Figure 1. M4 wires (run 1).
Scale: 4 px per um. Supply wires on this layer in gray.
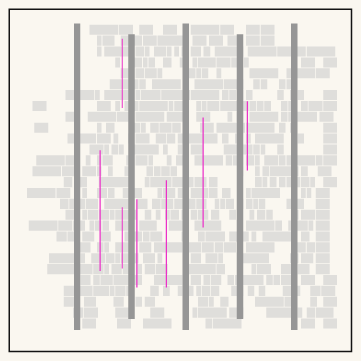
Figure 2. Clock wiring as the flow saved it (run 1).
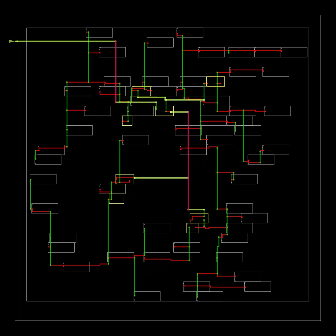
Figure 3. Pin placement (run 1).
Scale: 4 px per um. Pins as bars across the die edge, other pins in gray.
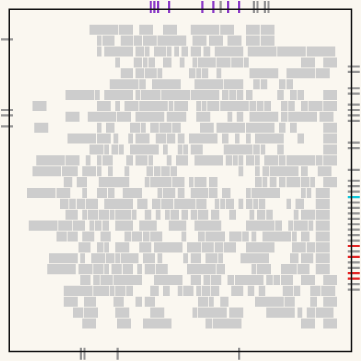
===== config.mk =====
export PLATFORM = sky130hd
export DESIGN_NAME = host_slot_demux
export DESIGN_NICKNAME = d
export VERILOG_FILES = /design/src/rtl/host_slot_demux_pkg.sv /design/src/rtl/host_slot_demux_byte_reg_slice.sv /design/src/rtl/host_slot_demux.sv
export SDC_FILE = /design/constraint.sdc
export NUM_CORES = 1
export LEC_CHECK = 0
export CORE_MARGIN = 3
export CORE_UTILIZATION = 51
export DETAILED_ROUTE_END_ITERATION = 10
export HOLD_SLACK_MARGIN = 0.12
export PLACE_DENSITY = 0.77
export SYNTH_ARGS = -nofsm -noshare
export SYNTH_HDL_FRONTEND = slang
export SYNTH_SLANG_ARGS = --single-unit

===== constraint.sdc =====
create_clock -name clk_core -period 4.2 [get_ports clk_core]
set_input_delay 0.42 -clock clk_core [delete_from_list [all_inputs] [get_ports clk_core]]
set_output_delay 0.42 -clock clk_core [all_outputs]
set_load 0.01 [all_outputs]

===== src/rtl/host_slot_demux_pkg.sv =====
// Shared packet constants for the host byte-stream demultiplexer.
// Header[3:0] carries the packet kind; only audio and control kinds are routable.
package host_slot_demux_pkg;

    localparam logic [3:0] PKT_KIND_AUDIO = 4'd0;
    localparam logic [3:0] PKT_KIND_CTL   = 4'd1;

    function automatic logic kind_is_valid(input logic [3:0] kind);
        return (kind == PKT_KIND_AUDIO) || (kind == PKT_KIND_CTL);
    endfunction

endpackage


===== src/rtl/host_slot_demux_byte_reg_slice.sv =====
// Single-entry valid/ready register slice: full throughput, no combinational path
// from the input data/valid to the output.
module byte_reg_slice #(
    parameter int unsigned Width = 8
) (
    input  logic             clk_i,
    input  logic             rst_ni,
    input  logic             in_valid_i,
    input  logic [Width-1:0] in_data_i,
    output logic             in_ready_o,
    output logic             out_valid_o,
    output logic [Width-1:0] out_data_o,
    input  logic             out_ready_i
);

    logic             valid_q, valid_d;
    logic [Width-1:0] data_q, data_d;

    // Accept a new byte in the same cycle the held one is taken.
    assign in_ready_o = !valid_q || out_ready_i;

    always_comb begin
        valid_d = valid_q;
        data_d  = data_q;
        if (in_valid_i && in_ready_o) begin
            valid_d = 1'b1;
            data_d  = in_data_i;
        end else if (out_ready_i) begin
            valid_d = 1'b0;
        end
    end

    always_ff @(posedge clk_i) begin
        if (!rst_ni) begin
            valid_q <= 1'b0;
            data_q  <= '0;
        end else begin
            valid_q <= valid_d;
            data_q  <= data_d;
        end
    end

    assign out_valid_o = valid_q;
    assign out_data_o  = data_q;

endmodule


===== src/rtl/host_slot_demux.sv =====
// Parses header/length/payload packets from the host byte stream and routes the
// payload bytes to one slot's audio or control stream through a one-byte output register.
module host_slot_demux
    import host_slot_demux_pkg::*;
#(
    parameter int unsigned NUM_SLOTS = 4
) (
    input  logic                 clk_core,
    input  logic                 reset,
    input  logic                 in_valid,
    input  logic [7:0]           in_data,
    output logic                 in_ready,
    output logic [NUM_SLOTS-1:0] aud_valid,
    output logic [7:0]           aud_data,
    input  logic [NUM_SLOTS-1:0] aud_ready,
    output logic [NUM_SLOTS-1:0] ctl_valid,
    output logic [7:0]           ctl_data,
    input  logic [NUM_SLOTS-1:0] ctl_ready,
    output logic                 busy,
    output logic [7:0]           err_count
);

    localparam int unsigned SLOT_W = (NUM_SLOTS > 1) ? $clog2(NUM_SLOTS) : 1;
    localparam int unsigned OBUF_W = 8 + SLOT_W + 1;

    localparam logic [2:0] ST_HDR     = 3'd0;
    localparam logic [2:0] ST_LEN_HI  = 3'd1;
    localparam logic [2:0] ST_LEN_LO  = 3'd2;
    localparam logic [2:0] ST_PAYLOAD = 3'd3;
    localparam logic [2:0] ST_DISCARD = 3'd4;

    logic [2:0]  state_q, state_d;
    logic [7:0]  hdr_q, hdr_d;
    logic [7:0]  len_hi_q, len_hi_d;
    logic [15:0] cnt_q, cnt_d;
    logic [7:0]  err_q, err_d;
    logic        busy_q, busy_d;

    logic              hdr_ok, is_ctl, accept, push, obuf_in_ready, obuf_valid, obuf_taken;
    logic [SLOT_W-1:0] slot_sel, out_slot;
    logic              out_is_ctl;
    logic [7:0]        out_byte;
    logic [OBUF_W-1:0] obuf_data;
    logic [15:0]       len_full;

    assign hdr_ok   = (32'(hdr_q[7:4]) < NUM_SLOTS) && kind_is_valid(hdr_q[3:0]);
    assign is_ctl   = (hdr_q[3:0] == PKT_KIND_CTL);
    assign slot_sel = SLOT_W'(hdr_q[7:4]);
    assign len_full = {len_hi_q, in_data};

    assign in_ready = (state_q == ST_PAYLOAD) ? obuf_in_ready : 1'b1;
    assign accept   = in_valid && in_ready;
    assign push     = (state_q == ST_PAYLOAD) && in_valid;

    // Slot/kind travel with the byte so a following header cannot re-route it.
    byte_reg_slice #(
        .Width(OBUF_W)
    ) u_obuf (
        .clk_i      (clk_core),
        .rst_ni     (reset),
        .in_valid_i (push),
        .in_data_i  ({is_ctl, slot_sel, in_data}),
        .in_ready_o (obuf_in_ready),
        .out_valid_o(obuf_valid),
        .out_data_o (obuf_data),
        .out_ready_i(obuf_taken)
    );

    assign {out_is_ctl, out_slot, out_byte} = obuf_data;

    always_comb begin
        aud_valid = '0;
        ctl_valid = '0;
        for (int s = 0; s < NUM_SLOTS; s++) begin
            aud_valid[s] = obuf_valid && !out_is_ctl && (out_slot == SLOT_W'(s));
            ctl_valid[s] = obuf_valid && out_is_ctl && (out_slot == SLOT_W'(s));
        end
    end

    assign obuf_taken = |((aud_valid & aud_ready) | (ctl_valid & ctl_ready));
    assign aud_data   = out_byte;
    assign ctl_data   = out_byte;

    always_comb begin
        state_d  = state_q;
        hdr_d    = hdr_q;
        len_hi_d = len_hi_q;
        cnt_d    = cnt_q;
        err_d    = err_q;
        busy_d   = busy_q;
        unique case (state_q)
            ST_HDR: begin
                if (accept) begin
                    hdr_d   = in_data;
                    busy_d  = 1'b1;
                    state_d = ST_LEN_HI;
                end else if (!obuf_valid) begin
                    busy_d = 1'b0;
                end
            end
            ST_LEN_HI: begin
                if (accept) begin
                    len_hi_d = in_data;
                    state_d  = ST_LEN_LO;
                end
            end
            ST_LEN_LO: begin
                if (accept) begin
                    cnt_d = len_full;
                    if (!hdr_ok && (err_q != 8'hFF)) begin
                        err_d = err_q + 8'd1;
                    end
                    if (len_full == 16'd0) begin
                        state_d = ST_HDR;
                    end else begin
                        state_d = hdr_ok ? ST_PAYLOAD : ST_DISCARD;
                    end
                end
            end
            ST_PAYLOAD, ST_DISCARD: begin
                if (accept) begin
                    cnt_d = cnt_q - 16'd1;
                    if (cnt_q == 16'd1) begin
                        state_d = ST_HDR;
                    end
                end
            end
            default: state_d = ST_HDR;
        endcase
    end

    always_ff @(posedge clk_core) begin
        if (!reset) begin
            state_q  <= ST_HDR;
            hdr_q    <= '0;
            len_hi_q <= '0;
            cnt_q    <= '0;
            err_q    <= '0;
            busy_q   <= 1'b0;
        end else begin
            state_q  <= state_d;
            hdr_q    <= hdr_d;
            len_hi_q <= len_hi_d;
            cnt_q    <= cnt_d;
            err_q    <= err_d;
            busy_q   <= busy_d;
        end
    end

    assign busy      = busy_q;
    assign err_count = err_q;

endmodule


==> impl_metrics.ini, run 1 <==
; synthesis and place-and-route metrics
[synth]
yosys_area_sq_um = 3198
seq_area_frac_synth_pct = 35.05
numSynthFlops = 56
synth-async-reset-ratio_pct = 0
netlist_area_sq_um = 3198
floorplan.nets = 413
top_cell = dfxtp_1
ys_types = 63
synth_cells = 391
yosysCellCount = 391
synth_area_per_cell_sq_um = 8.179
synth_area_leader_cell = dfxtp_1
yosys_warnings = 0
area_leaders = dfxtp_1, a21oi_1, nand2_1
flop_cell = dfxtp_1
ys_top_cells_by_count = dfxtp_1, nand2_1, a21oi_1
netlist.area_leader.share_pct = 35.05
synth-edff-count = 0

[placed_design]
dp_hpwl_um = 5797
gp_congestion = 0.8757
dp_cells = 479
dp_slack_ns = 1.465
portBuffers = 52

[final_layout]
area_growth_pct = 14.98
flop_area_sq_um = 1121
n_fill_cell = 517
final_nets = 433
comb_area_sq_um = 1785
finalNonFillerCells = 487
layout-drive-gt1-share_pct = 6.796
postLayoutCoreUtil_pct = 61.38
diodes = 0

[grt]
grt_pass1_wl_um = 13080
grt_use_total_pct = 22.09
antenna_found_initial = 0
grt_overflow_total = 0
grt_max_degree = 28
grt_pass1_vias = 2698

[critical_path]
slowest_stage = dfxtp_1
cp.required_ns = 3.78
startpoint_type = flip-flop
worstRegToRegCells = 6
max_stage_delay_ns = 0.55
endpoint_kind = primary output
cp_cell_sequence = nor2b_1 > a221oi_1 > o221a_2 > nand2_1 > clkdlybuf4s50_1
worst-path-max-fanout = 20
cp.arrival_ns = 2.49
criticalPathCategory = flip-flop to primary output

[power_and_ir_drop]
p_switching_mw = 0.3061
power_frac_clock_pct = 30.5
seqPwrFrac_pct = 54.1
p_per_area_nw_per_um2 = 283.6
p_sw_share_pct = 29.35
combinationalPowerShare_pct = 15.4
power.leakage_nw = 1.196
ir_drop_mv = 0.1429
power.internal_mw = 0.7367

[sta]
slew_headroom_pct = 38.29
finalSetupViolCount = 0
fin_ws_ns = 1.292
hold_viol = 0
period_needed_ns = 2.908
rsz0062_at_grt = no
worst_pin_slew_ns = 0.9240
fmax_ghz = 0.3439
finalCritPeriodShare_pct = 69.24
drv_slew = 0
tns_ns = 0

[floorplan]
fp_util_pct = 53.38
die_w_um = 85.19
io_pins = 53
rows = 28
chip_area_sq_um = 7256
die_y_um = 85.19
core-area_sq_um = 5991

[min_path]
hold_depth = 2
holdCritPathClass = flip-flop to flip-flop

[cts]
cts_setup_buffers = 0
ctsHoldBuffers = 0
cts_resized = 0
clk_pin_slew_ns = 0.11
cts_buffer_depth = 2
cts_tree = built
clk_latency_ns = 0.32
htree_levels = 2
cts-root-buf = clkbuf_8
numCtsBuffers = 5

[route]
ant_nets = 0
viasPerCell = 6.246
first_iter_violations = 289
post_drt_wl_per_cell_um = 16.66
drtPass1Iterations = 6
drc_errors = 0

[flow_run]
warning_count = 27
max_cap_violations = 0

[status]
status = completed
Notes on Figure 1 above:
share of all routed wire: 1.9%
wire length on this layer: 154 um
nets with wire on the layer: 7
main direction: vertical
longest straight run: 29.9 um
final wirelength: 8115 um
total number of vias: 3042

Notes on Figure 2 above:
clock skew: 0.01090 ns
CTS Sinks: 56

Notes on Figure 3 above:
[cyan] `in_ready` | pins: 1 | direction: output | edge: right
[purple] `err_count` | pins: 8 | direction: output | edge: top
[red] `ctl_ready` | pins: 4 | direction: input | edge: right

==> run 1: cells in the final DEF (no fill, tap or decap), types with 3 or more instances in the layout <==
master / instances
dfxtp_1: 56
clkdlybuf4s50_1: 52
nand2_1: 44
a21oi_1: 36
nor2_1: 34
o21ai_0: 18
nand3_1: 15
nor4_1: 13
mux2i_1: 10
o211ai_1: 10
a32o_1: 10
inv_1: 7
nor3_1: 7
xnor2_1: 7
or3_1: 6
clkbuf_8: 5
nor2b_1: 4
o41ai_1: 4
buf_4: 4
nand2b_1: 3
a31oi_1: 3
nor3b_1: 3
o221ai_1: 3
a211oi_2: 3
o32ai_1: 3
o31ai_1: 3
ha_1: 3
==> run 1: area by class of cell <==
class / count / share of cell area (%)
Multi-Input combinational cell: 284 / 48.55
Sequential cell: 56 / 30.49
Clock inverter: 3 / 0.7486
Tap cell: 75 / 2.552
Clock buffer: 5 / 1.871
Timing Repair Buffer: 56 / 14.97
Inverter: 8 / 0.8166
==> run 1: worst paths after layout <==
check / endpoint / slack [ns] / startpoint
min reg2reg: hdr_q[1]$_SDFFE_PN0P_ / 0.46 / hdr_q[1]$_SDFFE_PN0P_
min: hdr_q[1]$_SDFFE_PN0P_ / 0.46 / hdr_q[1]$_SDFFE_PN0P_
max reg2reg: cnt_q[14]$_SDFFE_PN0P_ / 1.49 / state_q[2]$_SDFFE_PN0P_
max: in_ready / 1.29 / u_obuf.out_data_o[8]$_SDFFE_PN0P_
==> run 1: layer usage <==
metal	GRT usage [%]	part of all wire, %	up-vias
li1	-	-	1470
met1	29.39	43	1437
met2	36.23	48	120
met3	4.078	6.9	15
met4	7.050	1.9	0
met5	0	0	-
==> run 1: cells by family (layout without fill, tap and decap cells) <==
group,count (synthesis),after routing,share of synthesized area [%]
multiplexers,10,10,3.130
adder cells (fa/ha/maj),3,3,1.174
AND/OR/NAND/NOR,152,152,25.04
flip-flops,56,56,35.05
AND-OR/OR-AND,112,112,24.57
XOR/XNOR,7,7,1.917
buffers and inverters,51,72,9.116
==> run 1: power groups by stage <==
stage	sequential (mW)	clock, mW	combinational, mW
final	0.564	0.318	0.161
after global routing	0.567	0.344	0.176
after CTS	0.564	0.325	0.159
after detailed placement	0.576	0	0.158
after global placement	0.575	0	0.156
after floorplan	0.568	0	0.112
==> run 1: registers in the layout, summed over array words and instances, names as in the netlist <==
signal,count
u_obuf.out_valid_o,1
busy,1
state_q,3
hdr_q,8
u_obuf.out_data_o,11
cnt_q,16
len_hi_q,8
err_count,8
==> run 1: metrics by stage <==
stage / total power, mW / area, sq um / hold WS (ns)
after global placement: 0.7315 / 3581 / 0.4377
after detailed placement: 0.7339 / 3581 / 0.4439
final: 1.043 / 3677 / 0.4619
after CTS: 1.047 / 3677 / 0.4600
after global routing: 1.087 / 3677 / 0.4923
after floorplan: 0.6806 / 3198 / 0.4310
==> run 1: worst max-delay path, delay by kind of cell (launching register included) <==
family,cells,cell delay [ns]
compound gates,2,0.91
buf+inv,1,0.49
flops,1,0.55
simple gates,2,0.21
--- run 2 (diff from run 1) ---
Clock period 4.2 ns to 2.79 ns, I/O delays scaled along.
Figure 4. Signal wires on met3 (run 2).
Scale: 6 px per um.
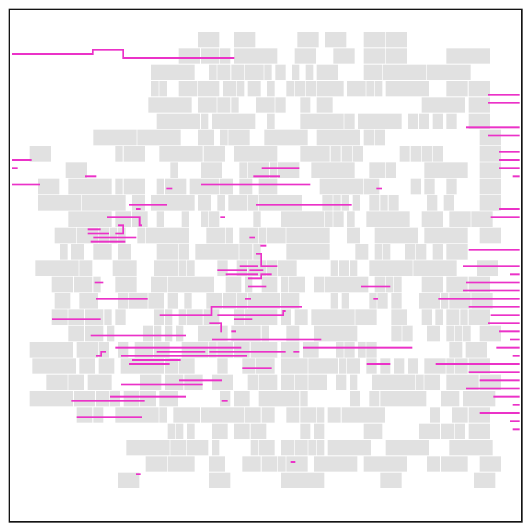
wire length on this layer: 584 um
main direction: horizontal
nets with wire on the layer: 75
share of all routed wire: 7.1%

==> impl_metrics.ini, run 2 <==
; synthesis and place-and-route metrics
[synth]
area_leaders = dfxtp_1, a21oi_1, nand2_1
ys_types = 63
yosysCellCount = 391
flop_cell = dfxtp_1
netlist.area_leader.share_pct = 35.05
synth_area_per_cell_sq_um = 8.179
top_cell = dfxtp_1
synth-edff-count = 0
synth-async-reset-ratio_pct = 0
netlist_area_sq_um = 3198
numSynthFlops = 56
floorplan.nets = 413
synth_area_leader_cell = dfxtp_1
yosys_warnings = 0
seq_area_frac_synth_pct = 35.05
yosys_area_sq_um = 3198
synth_cells = 391
ys_top_cells_by_count = dfxtp_1, nand2_1, a21oi_1

[grt]
antenna_found_initial = 0
grt_pass1_vias = 2713
grt_use_total_pct = 22.51
grt_overflow_total = 0
grt_pass1_wl_um = 13240

[final_layout]
comb_area_sq_um = 1807
largest_register_ffs = 16
layout-drive-gt1-share_pct = 9.716
n_fill_cell = 510
final_area_sq_um = 3775
top_register = cnt_q
layout_top_cell = dfxtp_1
postLayoutCoreUtil_pct = 63.01
area_growth_pct = 18.04
flop_area_sq_um = 1122
diodes = 0
final_nets = 443

[critical_path]
r2r_setup_slack_ns = 0.48
cp_num_buf_inv = 1
startpoint = u_obuf.out_data_o[9]$_SDFFE_PN0P_
criticalPathCategory = flip-flop to primary output
critPathTopFamily = flip-flops
r2r-start = cnt_q[0]$_SDFFE_PN0P_
startpoint_type = flip-flop
worst-path-max-fanout = 20
cp.arrival_ns = 2.30
cp_cell_sequence = nor2b_1 > a221oi_2 > o221a_4 > nand2_1 > clkdlybuf4s50_1
endpoint_kind = primary output
critical_path.reg2reg.endpoint = cnt_q[12]$_SDFFE_PN0P_
worst-path-stages = 5
max_stage_delay_ns = 0.55
worstRegToRegCells = 7
cp.required_ns = 2.51
endpoint = in_ready
slowest_stage = dfxtp_1

[floorplan]
fp_util_pct = 53.38
core-area_sq_um = 5991
die_w_um = 85.19
rows = 28

[flow_run]
warning_count = 27
max_cap_violations = 0

[route]
drc_errors = 0
drtPass1Iterations = 5
dr_total_vias = 3048
viasPerCell = 6.133
post_drt_wl_per_cell_um = 16.44
first_iter_violations = 215
ant_nets = 0
routed_wl_um = 8169

[placed_design]
gp_congestion = 0.9157
portBuffers = 52
place_area_sq_um = 3656
dp_hpwl_um = 5868

[sta]
drv_slew = 0
hold_viol = 0
skew_ns = 0.01157
finalSetupViolCount = 0
finalCritPeriodShare_pct = 92.58
slew_headroom_pct = 46.46
finalHoldWorstSlack_ns = 0.4564
tns_ns = 0
period_needed_ns = 2.583
fmax_ghz = 0.3872
rsz0062_at_grt = no
worst_pin_slew_ns = 0.7970

[cts]
cts_buffer_depth = 2
cts_tree = built
clk_pin_slew_ns = 0.10
numCtsBuffers = 5
cts-root-buf = clkbuf_8
htree_levels = 2
clk_latency_ns = 0.32
clkSinkCount = 56

[power_and_ir_drop]
power.leakage_nw = 1.273
ir_drop_mv = 0.2312
p_per_area_nw_per_um2 = 416.5
p_total_mw = 1.572

[min_path]
holdCritPathClass = flip-flop to flip-flop

[status]
status = completed
==> run 2: cell types whose count changed in the layout (fill, tap and decap cells not counted), sizes merged <==
cell / delta
buf: +10
==> run 2: cells by family after synthesis <==
kind of cell	Yosys count	synth area share [%]
compound gates	112	24.57
buf+inv	51	9.116
xor+xnor	7	1.917
flops	56	35.05
simple gates	152	25.04
mux	10	3.130
fa+ha+maj	3	1.174
==> run 2: worst min path at each step <==
stage                          startpoint                     to  slack, ns
floorplan                      in_data[0]  hdr_q[0]$_SDFFE_PN0P_       0.41
global placement    hdr_q[6]$_SDFFE_PN0P_  hdr_q[6]$_SDFFE_PN0P_       0.44
detailed placement  hdr_q[6]$_SDFFE_PN0P_  hdr_q[6]$_SDFFE_PN0P_       0.45
CTS                 hdr_q[6]$_SDFFE_PN0P_  hdr_q[6]$_SDFFE_PN0P_       0.46
global route        hdr_q[4]$_SDFFE_PN0P_  hdr_q[4]$_SDFFE_PN0P_       0.49
finish              hdr_q[6]$_SDFFE_PN0P_  hdr_q[6]$_SDFFE_PN0P_       0.46
==> run 2: cell type report <==
cell class	instances	area share, %
Tap cell	75	2.486
Multi-Input combinational cell	284	47.86
Clock buffer	5	1.823
Sequential cell	56	29.73
Timing Repair Buffer	66	16.57
Clock inverter	3	0.7292
Inverter	8	0.7955
==> run 2: layer usage <==
metal / part of all wire [%] / routed length, um / track usage (%) / vias to the layer above
met1: 45 / 3686 / 31.62 / 1402
met4: 2.9 / 237 / 9.209 / 0
li1: - / - / - / 1486
met5: 0 / 0 / 0 / -
met2: 45 / 3661 / 34.18 / 139
met3: 7.1 / 584 / 3.883 / 21
==> run 2: worst min-delay path: cells and delay by family, from the launching register on <==
family / cells / cell delay, ns
flip-flops: 1 / 0.32
AND-OR/OR-AND: 1 / 0.05
AND/OR/NAND/NOR: 1 / 0.05
==> run 2: stage by stage <==
stage | cells | worst slack [ns]
floorplan | 391 | 0.9222
global placement | 489 | 0.4214
detailed placement | 489 | 0.3464
CTS | 497 | 0.04848
global route | 497 | 0.1127
finish | 497 | 0.2071
==> run 2: report_power, final <==
part           switching, mW  internal, mW
sequential            0.0255         0.823
combinational          0.143         0.108
clock                  0.288         0.185
total                  0.456          1.12
==> run 2: timing repair <==
| action | in CTS | in global routing |
|---|---|---|
| endpoints found under the setup margin | 0 | 1 |
| hold endpoints to repair | 0 | 0 |
| resized | 0 | 4 |
| hold buffers | 0 | 0 |
--- run 3 (diff from run 2) ---
Clock period 2.79 ns to 3.2 ns, I/O delays scaled along.
Figure 5. Close-up of the layout (run 3).
Window x 35 to 85, y 35 to 85 um. Cells in gray, sequential cells in the stronger gray; small squares are vias.
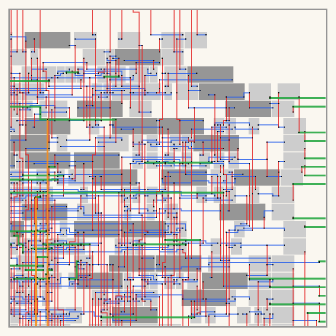
[green] M3
[red] M2
[blue] M1
[orange] M4
netlist names of flops here include: `u_obuf.out_data_o` (9), `hdr_q` (6), `err_count` (5)
sequential cells in the window: 26
cells with their middle in the window: 166
most frequent: clkdlybuf4s50_1 (30), dfxtp_1 (26), nand2_1 (22)

==> impl_metrics.ini, run 3 <==
; synthesis and place-and-route metrics
[power_and_ir_drop]
power.leakage_nw = 1.221
ir_drop_mv = 0.2302
p_total_mw = 1.431
p_per_area_nw_per_um2 = 385.2

[placed_design]
dp_hpwl_um = 5612
dp_slack_ns = 0.6484
gp_congestion = 0.8927
place_area_sq_um = 3603
dp_cells = 482
portBuffers = 52

[cts]
htree_levels = 2
ctsHoldBuffers = 0
cts_tree = built
cts_resized = 0
clkSinkCount = 56
clk_latency_ns = 0.32
clk_pin_slew_ns = 0.10
cts_buffer_depth = 2
numCtsBuffers = 5
cts_setup_buffers = 0
cts-root-buf = clkbuf_8

[flow_run]
warning_count = 27
max_cap_violations = 0

[synth]
area_leaders = dfxtp_1, a21oi_1, nand2_1
numSynthFlops = 56
yosys_warnings = 0
netlist.area_leader.share_pct = 35.05
seq_area_frac_synth_pct = 35.05
synth-edff-count = 0
yosys_area_sq_um = 3198
ys_types = 63
synth-async-reset-ratio_pct = 0
flop_cell = dfxtp_1
synth_area_leader_cell = dfxtp_1
floorplan.nets = 413
netlist_area_sq_um = 3198
synth_area_per_cell_sq_um = 8.179
yosysCellCount = 391
synth_cells = 391
ys_top_cells_by_count = dfxtp_1, nand2_1, a21oi_1
top_cell = dfxtp_1

[final_layout]
area_growth_pct = 16.16
flop_area_sq_um = 1121
postLayoutCoreUtil_pct = 62.01
final_nets = 436
layout-drive-gt1-share_pct = 7.229
largest_register_ffs = 16
finalNonFillerCells = 490
top_register = cnt_q
final_area_sq_um = 3715
layout_top_cell = dfxtp_1
comb_area_sq_um = 1785
diodes = 0
final_layout_top_logic_cells = dfxtp_1, clkdlybuf4s50_1, nand2_1, a21oi_1, nor2_1
n_fill_cell = 525

[sta]
rsz0062_at_grt = no
slew_headroom_pct = 45.80
drv_slew = 0
skew_ns = 0.006059
fin_ws_ns = 0.3794
hold_viol = 0
finalSetupViolCount = 0
finalCritPeriodShare_pct = 88.14
fmax_ghz = 0.3545
finalHoldWorstSlack_ns = 0.4546
worst_pin_slew_ns = 0.8068
tns_ns = 0
period_needed_ns = 2.821

[route]
viasPerCell = 6.082
drc_errors = 0
drtPass1Iterations = 6
dr_total_vias = 2980
post_drt_wl_per_cell_um = 16.19
routed_wl_um = 7933
first_iter_violations = 190
ant_nets = 0

[floorplan]
io_pins = 53
chip_area_sq_um = 7256
rows = 28
fp_util_pct = 53.38
die_y_um = 85.19
die_w_um = 85.19
core-area_sq_um = 5991

[critical_path]
startpoint_type = flip-flop
slowest_stage = dfxtp_1
cp.arrival_ns = 2.50
endpoint_kind = primary output
cp.required_ns = 2.88
cp_cell_sequence = nor2b_1 > a221oi_1 > o221a_2 > nand2_1 > clkdlybuf4s50_1
worst-path-max-fanout = 20
criticalPathCategory = flip-flop to primary output
max_stage_delay_ns = 0.53

[grt]
antenna_found_initial = 0
grt_use_total_pct = 22.53
grt_max_degree = 44
grt_pass1_vias = 2718
grt_pass1_wl_um = 13280
grt_overflow_total = 0

[min_path]
holdCritPathClass = flip-flop to flip-flop

[status]
status = completed
## run 3: cell counts after synthesis
Identical to the previous run, type by type.
## run 3: cell families after synthesis
family,synth area share (%)
xor+xnor,1.917
simple gates,25.04
mux,3.130
flops,35.05
fa+ha+maj,1.174
buf+inv,9.116
compound gates,24.57
## run 3: critical path: cells and delay by family (launching register included)
family                 cells  cell delay, ns
AOI/OAI and AO/OA          2            0.95
DFF                        1            0.53
and+or+nand+nor            2            0.21
buffers and inverters      1            0.49
## run 3: cell type report
cell class	count	area share, %
flip-flops and latches	56	30.18
well taps	75	2.526
clock buffers	6	1.954
clock inverters	2	1.044
inverters	8	0.8084
repair buffers	59	15.43
multi-input cells	284	48.06
## run 3: routing by layer
layer	wire length (um)	track usage, %
met4	140	8.633
met1	3499	30.86
met3	548	4.078
met2	3745	35.31
met5	0	0
## run 3: path summary, 6_finish.rpt
kind	from	slack, ns	to	depth (start not counted)
min reg2reg	hdr_q[7]$_SDFFE_PN0P_	0.45	hdr_q[7]$_SDFFE_PN0P_	2
max reg2reg	state_q[0]$_SDFFE_PN0P_	0.84	cnt_q[8]$_SDFFE_PN0P_	6
max	u_obuf.out_data_o[8]$_SDFFE_PN0P_	0.38	in_ready	5
min	hdr_q[7]$_SDFFE_PN0P_	0.45	hdr_q[7]$_SDFFE_PN0P_	2
## run 3: where the power goes
| part | internal (mW) | switching [mW] | total, mW |
|---|---|---|---|
| logic | 0.0902 | 0.122 | 0.213 |
| registers | 0.718 | 0.0219 | 0.739 |
| clock network | 0.237 | 0.242 | 0.479 |
Power is estimated from default activity; no workload was simulated.
